==> images/clock_nets.png <==
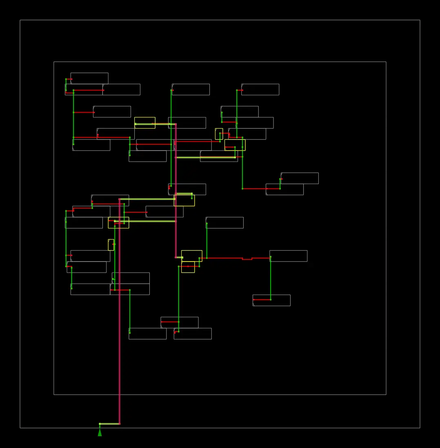
==> images/layers.png <==
Only two layers are drawn.
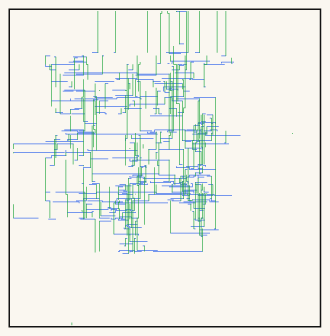
==> images/port_trees.png <==
Bar = 20 um.
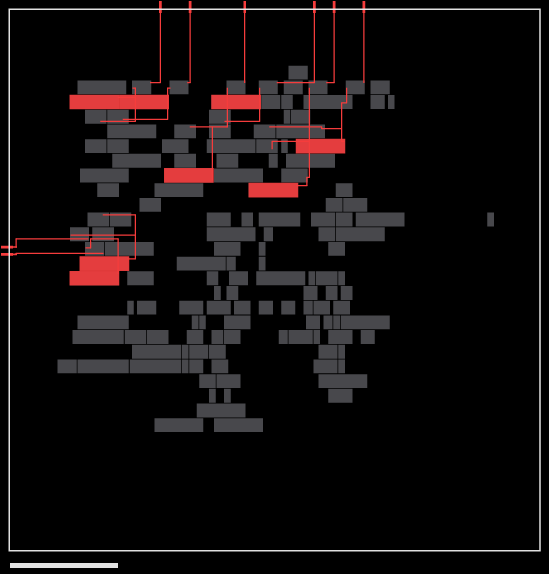
[config.mk]
export PLATFORM = sky130hd
export DESIGN_NAME = rs232_rx_ovs
export DESIGN_NICKNAME = d
export VERILOG_FILES = /design/src/rtl/rs232_rx_ovs.sv
export SDC_FILE = /design/constraint.sdc
export NUM_CORES = 1
export LEC_CHECK = 0
export CORE_AREA = 8 8 90 92
export DETAILED_ROUTE_END_ITERATION = 6
export DIE_AREA = 0 0 98 100
export GPL_TIMING_DRIVEN = 1
export MAX_ROUTING_LAYER = met4
export PLACE_DENSITY_LB_ADDON = 0.2
export SLEW_MARGIN = 20
export SYNTH_ARGS = -nofsm -noshare
export SYNTH_HDL_FRONTEND = slang
export SYNTH_SLANG_ARGS = --single-unit
[constraint.sdc]
create_clock -name clk_in -period 2 [get_ports clk_in]
set_input_delay 0.3 -clock clk_in [delete_from_list [all_inputs] [get_ports clk_in]]
set_output_delay 0.3 -clock clk_in [all_outputs]
set_load 0.005 [all_outputs]
[src/rtl/rs232_rx_ovs.sv]
// RS-232 receiver with 16x oversampling, 2-of-3 majority voting per bit and a
// valid/ready output register. Define RS232_PARITY_EN for 8E1 frames (default 8N1).
module rs232_rx_ovs #(
    parameter int OVS_DIV = 4
) (
    input  logic       clk_in,
    input  logic       rst_in,
    input  logic       rxd_in,
    output logic [7:0] data_out,
    output logic       valid_out,
    input  logic       ready_in,
    output logic       frame_err_out,
    output logic       overrun_out,
    output logic       parity_err_out
);

    localparam int DIV_W = (OVS_DIV > 1) ? $clog2(OVS_DIV) : 1;
    localparam logic [DIV_W-1:0] DIV_LAST = DIV_W'(OVS_DIV - 1);

    typedef enum logic [2:0] {
        S_IDLE,
        S_START,
        S_DATA,
`ifdef RS232_PARITY_EN
        S_PARITY,
`endif
        S_STOP
    } state_t;

    state_t           state_q, state_d;
    logic             rxd_meta_q, rxd_sync_q;
    logic [DIV_W-1:0] div_q, div_d;
    logic [3:0]       sample_q, sample_d;
    logic             s7_q, s7_d, s8_q, s8_d;
    logic [2:0]       bit_idx_q, bit_idx_d;
    logic [7:0]       shift_q, shift_d;
    logic [7:0]       data_q, data_d;
    logic             valid_q, valid_d;
    logic             frame_err_q, frame_err_d;
    logic             overrun_q, overrun_d;
    logic             tick, maj, frame_done;
`ifdef RS232_PARITY_EN
    logic             par_bad_q, par_bad_d;
    logic             parity_err_q, parity_err_d;
`endif

    assign tick = (div_q == DIV_LAST);
    // Vote over ticks 7 and 8 (held) and the live sample at tick 9.
    assign maj  = (s7_q & s8_q) | (s7_q & rxd_sync_q) | (s8_q & rxd_sync_q);

    // NOTE: every variable gets a default before the case so no latch is inferred.
    always_comb begin
        state_d     = state_q;
        div_d       = tick ? '0 : div_q + 1'b1;
        sample_d    = tick ? sample_q + 4'd1 : sample_q;
        s7_d        = (tick && sample_q == 4'd7) ? rxd_sync_q : s7_q;
        s8_d        = (tick && sample_q == 4'd8) ? rxd_sync_q : s8_q;
        bit_idx_d   = bit_idx_q;
        shift_d     = shift_q;
        frame_done  = 1'b0;
        frame_err_d = 1'b0;
`ifdef RS232_PARITY_EN
        par_bad_d    = par_bad_q;
        parity_err_d = 1'b0;
`endif

        unique case (state_q)
            S_IDLE: begin
                sample_d = '0;
                if (!rxd_sync_q) begin
                    state_d = S_START;
                    div_d   = '0;
`ifdef RS232_PARITY_EN
                    par_bad_d = 1'b0;
`endif
                end
            end
            S_START: begin
                if (tick && sample_q == 4'd9 && maj) begin
                    state_d = S_IDLE;
                end else if (tick && sample_q == 4'd15) begin
                    state_d   = S_DATA;
                    bit_idx_d = '0;
                end
            end
            S_DATA: begin
                if (tick && sample_q == 4'd9) begin
                    shift_d = {maj, shift_q[7:1]};
                end
                if (tick && sample_q == 4'd15) begin
                    if (bit_idx_q == 3'd7) begin
`ifdef RS232_PARITY_EN
                        state_d = S_PARITY;
`else
                        state_d = S_STOP;
`endif
                    end else begin
                        bit_idx_d = bit_idx_q + 3'd1;
                    end
                end
            end
`ifdef RS232_PARITY_EN
            S_PARITY: begin
                if (tick && sample_q == 4'd9) begin
                    par_bad_d    = maj ^ (^shift_q);
                    parity_err_d = maj ^ (^shift_q);
                end
                if (tick && sample_q == 4'd15) begin
                    state_d = S_STOP;
                end
            end
`endif
            S_STOP: begin
                // Leave at mid-bit so a following start edge is never missed.
                if (tick && sample_q == 4'd9) begin
                    state_d  = S_IDLE;
                    sample_d = '0;
                    if (maj) begin
`ifdef RS232_PARITY_EN
                        frame_done = !par_bad_q;
`else
                        frame_done = 1'b1;
`endif
                    end else begin
                        frame_err_d = 1'b1;
                    end
                end
            end
            default: state_d = S_IDLE;
        endcase
    end

    always_comb begin
        data_d    = data_q;
        valid_d   = valid_q;
        overrun_d = 1'b0;
        if (valid_q && ready_in) begin
            valid_d = 1'b0;
        end
        if (frame_done) begin
            if (!valid_q || ready_in) begin
                data_d  = shift_q;
                valid_d = 1'b1;
            end else begin
                overrun_d = 1'b1;
            end
        end
    end

    // NOTE: state registers use non-blocking assignments so all flops update together.
    always_ff @(posedge clk_in or posedge rst_in) begin
        if (rst_in) begin
            rxd_meta_q  <= 1'b1;
            rxd_sync_q  <= 1'b1;
            state_q     <= S_IDLE;
            div_q       <= '0;
            sample_q    <= '0;
            s7_q        <= 1'b1;
            s8_q        <= 1'b1;
            bit_idx_q   <= '0;
            shift_q     <= '0;
            data_q      <= '0;
            valid_q     <= 1'b0;
            frame_err_q <= 1'b0;
            overrun_q   <= 1'b0;
`ifdef RS232_PARITY_EN
            par_bad_q    <= 1'b0;
            parity_err_q <= 1'b0;
`endif
        end else begin
            rxd_meta_q  <= rxd_in;
            rxd_sync_q  <= rxd_meta_q;
            state_q     <= state_d;
            div_q       <= div_d;
            sample_q    <= sample_d;
            s7_q        <= s7_d;
            s8_q        <= s8_d;
            bit_idx_q   <= bit_idx_d;
            shift_q     <= shift_d;
            data_q      <= data_d;
            valid_q     <= valid_d;
            frame_err_q <= frame_err_d;
            overrun_q   <= overrun_d;
`ifdef RS232_PARITY_EN
            par_bad_q    <= par_bad_d;
            parity_err_q <= parity_err_d;
`endif
        end
    end

    assign data_out      = data_q;
    assign valid_out     = valid_q;
    assign frame_err_out = frame_err_q;
    assign overrun_out   = overrun_q;
`ifdef RS232_PARITY_EN
    assign parity_err_out = parity_err_q;
`else
    assign parity_err_out = 1'b0;
`endif

endmodule

==> results_slide.txt <==
Key Metrics from the Run

Run status
  • Status: completed

Final timing
  • Fin Setup TNS: 0 ns
  • Hold Fails Final Rpt: 0
  • Setup ws final: 0.269 ns
  • Final setup viols: 0
  • Max Freq: 578 MHz
  • Final max-slew violation count: 0

CTS
  • CTS H-tree depth: 2
  • CTS tree: built
  • Max clock buf depth: 2
  • CTS sink cnt: 34
  • Clock transition at the registers of the reported paths: 0.07 ns
  • Total CTS buffers: 5
  • # resized after CTS: 0
  • Clock Tree Root: clkbuf_8

Logic synthesis
  • Mean Syn Cell Area: 13.1 um2
  • Syn Std Cell Area: 1570 um2
  • Post-synth EDFFs: 0
  • Top cells by count: dfrtp_1 (30), mux2_2 (19), ha_1 (10)
  • Area leader, netlist: dfrtp_1
  • XOR-XNOR Cells, Area Fraction: 0.0167
  • Synth Seq Share: 0.545
  • Main logic family: multiplexers
  • AO/OA Area Share: 0.0550

Placement
  • Placed insts: 212
  • Place WS: 0.280 ns
  • Placement Cell Area: 1790 um2
  • Port bufs: 14

Global route
  • Tot GR Track Use: 0.0683
  • First-pass GRT wire length: 5.15 mm
  • Global route overflow: 0
  • Largest net degree at the start of global routing: 35
  • Initial antenna violation count: 0

Setup path
  • Worst EP arrival: 1.90 ns
  • CP Launch Type: flip-flop
  • FF-to-FF Start: div_q[0]
  • Worst R2R End: data_out[1]

Finish
  • Final nets: 153

Job
  • Log Warnings: 31

Routing
  • 1st-iter DRT viols: 17
  • DR pass1 iterations: 3
  • DR vias/cell: 4.35
  • WL met1: 1.27 mm
  • Top layer in use: met4
  • Routed wire per std cell: 13.2 um
  • Residual DRC: 0
  • Met3 wire length: 74 um
  • Final ANT Viol Nets: 0

Die
  • Full die area: 9800 um2
  • Die height: 100 um
  • Horiz. Die Dim: 98 um

Hold path
  • Hold path depth: 0
  • Hold Crit Start: rxd_meta_q
  • Hold endpoint: rxd_sync_q

Power and ir drop
  • Worst IR drop on VDD: 0.000356 V
  • Pwr dens: 803 nW/um2
About clock_nets.png:
FFs & Latches: 34
clock skew: 0.00353 ns
clock buffer count: 6
Clk. pwr: 0.497 mW

About layers.png:
Green shows M2, wire length 1470 um. Blue shows M1, wire length 1270 um.

About port_trees.png:
Red shows `data_out`, bits 8, direction output, edge 6 top, 2 left, end cells 8, buffers 8, wire 284 um.

cell families (layout without fill, tap and decap cells):
group | Yosys count | after routing
DFF | 34 | 34
and+or+nand+nor | 29 | 29
muxes | 21 | 21
adders and majority gates | 11 | 11
AOI/OAI and AO/OA | 11 | 11
buffers and inverters | 10 | 30
xor gates and xnor gates | 3 | 3
other | 1 | 1
power by group:
| group | internal [mW] | switching [mW] | leakage [nW] | total [mW] |
|---|---|---|---|---|
| combinational | 0.112 | 0.131 | 0.371 | 0.243 |
| clock | 0.245 | 0.251 | 0.0452 | 0.497 |
| sequential | 0.736 | 0.0351 | 0.455 | 0.771 |
| total | 1.09 | 0.417 | 0.871 | 1.51 |
critical path, stage by stage, from the launching register on:
cell,delay [ns]
dfrtp_1,0.35
ha_1,0.35
and4b_1,0.37
nand4_4,0.22
mux2_2,0.33
routing by layer:
layer,track usage,up-vias
met4,0.0432,0
met5,-,-
met3,0.0194,7
met2,0.110,11
met1,0.0739,486
li1,-,453
placed cells by master (no fill, tap or decap), types with 4 or more instances in the layout:
cell / n
dfrtp_1: 30
mux2_2: 19
clkdlybuf4s50_1: 14
ha_1: 10
nor2_1: 8
inv_1: 6
a22o_1: 5
clkbuf_8: 5
nand2_1: 4
dfstp_2: 4
final cells by class:
| type | count | area, um2 |
|---|---|---|
| tap | 80 | 100 |
| clock inverter | 2 | 13.8 |
| inverter | 6 | 22.5 |
| fill | 682 | 4760 |
| multi-input combinational | 76 | 661 |
| sequential | 34 | 856 |
| clock buffer | 6 | 72.6 |
| timing repair buffer | 16 | 155 |
registers in the layout, indices dropped and copies added (netlist names):
name           flops
data_out           8
shift_q            8
sample_q           4
bit_idx_q          3
div_q              2
state_q            2
frame_err_out      1
overrun_out        1
rxd_meta_q         1
rxd_sync_q         1
s7_q               1
s8_q               1
valid_out          1
worst max path at each step:
stage	start	endpoint	slack, ns	depth (start not counted)
after floorplan	state_q[0]	state_q[1]	0.36	7
after global placement	div_q[0]	data_out[7]	0.31	4
after detailed placement	div_q[0]	data_out[7]	0.28	4
after CTS	div_q[0]	data_out[1]	0.25	4
after global routing	div_q[0]	data_out[1]	0.15	4
final	div_q[0]	data_out[1]	0.27	4
Power figures rest on the tool's default switching activity, not on a simulated workload.
